$ cat config.mk
export PLATFORM = sky130hd
export DESIGN_NAME = updown_counter
export DESIGN_NICKNAME = d
export VERILOG_FILES = /design/src/rtl/updown_counter.sv
export SDC_FILE = /design/constraint.sdc
export NUM_CORES = 1
export LEC_CHECK = 0
export ABC_AREA = 1
export ABC_CLOCK_PERIOD_IN_PS = 1600
export CORE_MARGIN = 1.5
export CORE_UTILIZATION = 35
export DETAILED_ROUTE_END_ITERATION = 12
export GPL_ROUTABILITY_DRIVEN = 0
export PLACE_DENSITY = 0.68
export SLEW_MARGIN = 40
export SYNTH_ARGS = -nofsm -noshare
export SYNTH_HDL_FRONTEND = slang
export SYNTH_SLANG_ARGS = --single-unit
$ cat constraint.sdc
create_clock -name clk -period 1.6 [get_ports clk]
set_input_delay 0.32 -clock clk [delete_from_list [all_inputs] [get_ports clk]]
set_output_delay 0.32 -clock clk [all_outputs]
set_load 0.05 [all_outputs]
$ cat src/rtl/updown_counter.sv
// Modulo-(MAX+1) up/down counter with a mode select and a registered wrap pulse.
// Define UPDOWN_COUNTER_SAT_EN to saturate at 0/MAX in RUN instead of wrapping.
module updown_counter #(
  parameter int WIDTH = 7,
  parameter int MAX   = 99
) (
  input  logic             clk,
  input  logic             rst_n,
  input  logic             ud,
  input  logic [1:0]       state,
  output logic [WIDTH-1:0] count,
  output logic             roll
);

  typedef enum logic [1:0] {
    CLEAR  = 2'b00,
    HOLD   = 2'b01,
    RUN    = 2'b10,
    PRESET = 2'b11
  } mode_e;

  localparam logic [WIDTH-1:0] MAX_V  = WIDTH'(MAX);
  localparam logic [WIDTH-1:0] ZERO_V = '0;
  localparam logic [WIDTH-1:0] ONE_V  = WIDTH'(1);

  mode_e            mode;
  logic [WIDTH-1:0] count_nxt;
  logic             roll_nxt;

  assign mode = mode_e'(state);

  always_comb begin
    count_nxt = count;
    roll_nxt  = 1'b0;
    case (mode)
      CLEAR:  count_nxt = ZERO_V;
      HOLD:   count_nxt = count;
      PRESET: count_nxt = MAX_V;
      RUN: begin
        if (!ud) begin
          // Out-of-range values recover to the natural restart point without a pulse.
          if (count > MAX_V) begin
            count_nxt = ZERO_V;
          end else if (count == MAX_V) begin
`ifdef UPDOWN_COUNTER_SAT_EN
            count_nxt = MAX_V;
`else
            count_nxt = ZERO_V;
            roll_nxt  = 1'b1;
`endif
          end else begin
            count_nxt = count + ONE_V;
`ifdef UPDOWN_COUNTER_SAT_EN
            roll_nxt  = (count_nxt == MAX_V);
`endif
          end
        end else begin
          if (count > MAX_V) begin
            count_nxt = MAX_V;
          end else if (count == ZERO_V) begin
`ifdef UPDOWN_COUNTER_SAT_EN
            count_nxt = ZERO_V;
`else
            count_nxt = MAX_V;
            roll_nxt  = 1'b1;
`endif
          end else begin
            count_nxt = count - ONE_V;
`ifdef UPDOWN_COUNTER_SAT_EN
            roll_nxt  = (count == ONE_V);
`endif
          end
        end
      end
      default: count_nxt = count;
    endcase
  end

  always_ff @(posedge clk or negedge rst_n) begin
    if (!rst_n) begin
      count <= '0;
      roll  <= 1'b0;
    end else begin
      count <= count_nxt;
      roll  <= roll_nxt;
    end
  end

endmodule

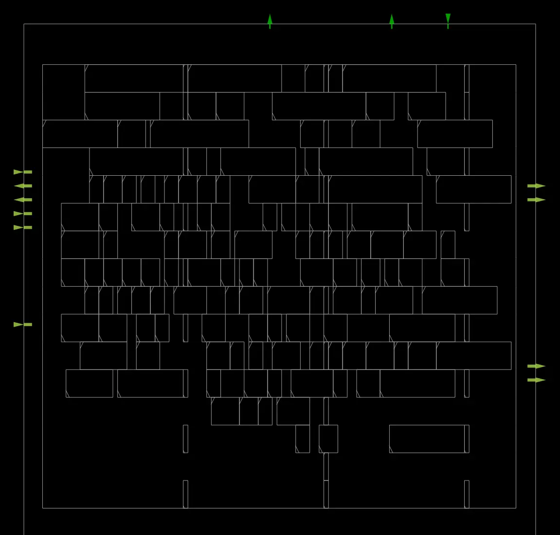
*Placed standard cells*
Tapcells: 27
Layout Utilization: 0.546

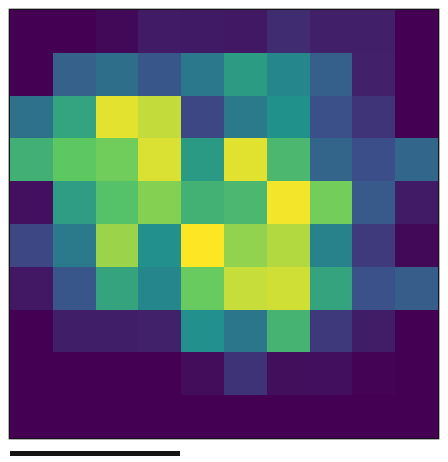
*Routed metal per tile*
Bar = 20 um. The die is cut into 10 by 10 equal tiles; dark purple is low, yellow is high, scaled to the fullest tile. Values are wire area over tile area, all layers added.
mean over tiles: 0.11
emptiest ninth of the die: south-west
tiles over half the peak: 28%
fullest tile: 0.35
nearly empty tiles: 24%
Via Count: 783
Global Route Usage Sum: 0.153
DRT Wirelength: 1.82 mm
routed len/inst: 11.7 um

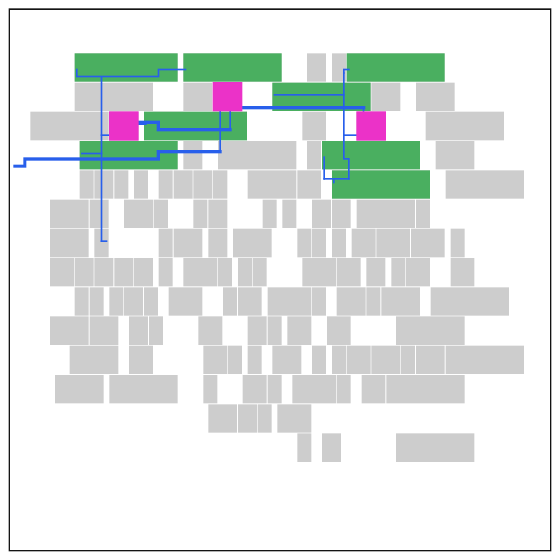
*Clock network drawn from the DEF*
[clock drivers] magenta | count: 3
[clock wires] blue | length: 110 um
[flip-flops] green | count: 8
routed clock nets: 4
clock skew: 0.00862 ns
Clock net power: 0.165 mW
Clock Power Share: 0.166

==> CHANGELOG.md <==
### Implementation results

* Outcome: completed
* Vias per Instance at 5.02
* Syn_nets at 113
* Worst path max stage delay at 0.66 ns
* Cell Area, Synth at 781 um^2
* Reg area at 203 um^2
* Fp_density at 0.386
* Num CTS Buffers at 3
* Switching pwr at 0.422 mW
* CP startpoint: count[3]$_DFFE_PN0P_
* Internal at 0.569 mW
* R2R Path End: count[6]$_DFFE_PN0P_
* Netlist cell types at 25
* Area taken by multi-input logic gates at 518 um^2
* Worst R2R Path Depth at 7
* Hold WS at 0.337 ns
* Main synth FF type: dfrtp_1
* GRT busiest layer: met2
* Yosys synthesis chip area at 781 um^2
* Crit path time final at 1.49 ns
* Fmax at 672 MHz
* Highest Signal Layer: met3
* FF-to-FF setup slack at 0.11 ns
* Setup violators final at 0
* DR DRC count at 0
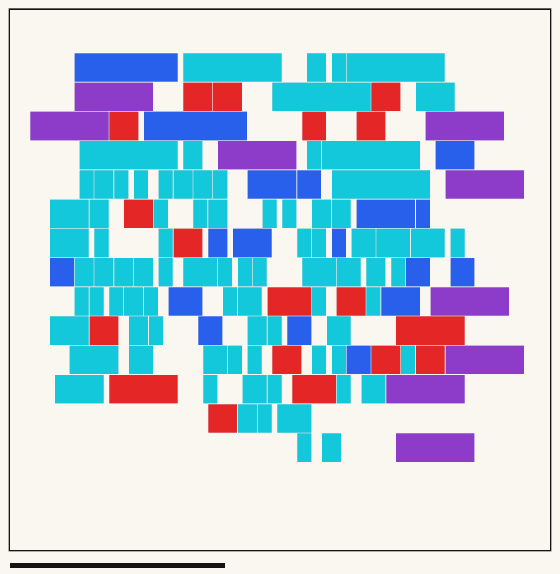
*Cells by drive strength*
Bar = 20 um.
[_2 cells] blue | cells: 18 | most used: nand2_2
[_0 and _1 cells] cyan | cells: 84 | most used: nand2_1
[_3 and _4 cells] red | cells: 18 | most used: buf_4
[_6 and larger] purple | cells: 9 | most used: buf_12
Layout area overhead: 41.5%
non-clock buffer count: 22

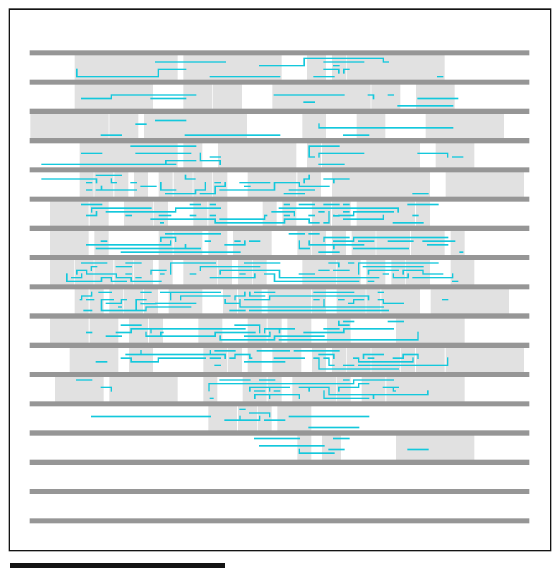
*The metal 1 layer*
Bar = 20 um. Supply wires on this layer in gray.
main direction: horizontal
longest straight run: 13.5 um
nets with wire on the layer: 112
wire length on this layer: 823 um
M1 GR Usage: 0.194

==> placed cells by master (no fill, tap or decap), types with 5 or more instances in the layout <==
cell,n
o21ai_1,5
nand2_1,27
nand4_1,5
buf_12,8
nand2_2,5
inv_1,8
dfrtp_1,6
nand3_1,8
buf_4,10
==> cell type report <==
type                            count  area share
Clock buffer                        4      0.0238
Inverter                           12      0.0442
Multi-Input combinational cell     83       0.469
Sequential cell                     8       0.183
Tap cell                           27      0.0306
Timing Repair Buffer               22       0.249
==> power groups by stage <==
stage	sequential, mW	clock [mW]	combinational, mW
after floorplan	0.342	0	0.261
after global placement	0.285	0	0.507
after detailed placement	0.284	0	0.517
after CTS	0.281	0.170	0.519
after global routing	0.279	0.183	0.596
final	0.276	0.165	0.551
==> state kept, by name, summed over array words and instances (netlist names) <==
name   cells
roll       1
count      7
Power figures rest on the tool's default switching activity, not on a simulated workload.
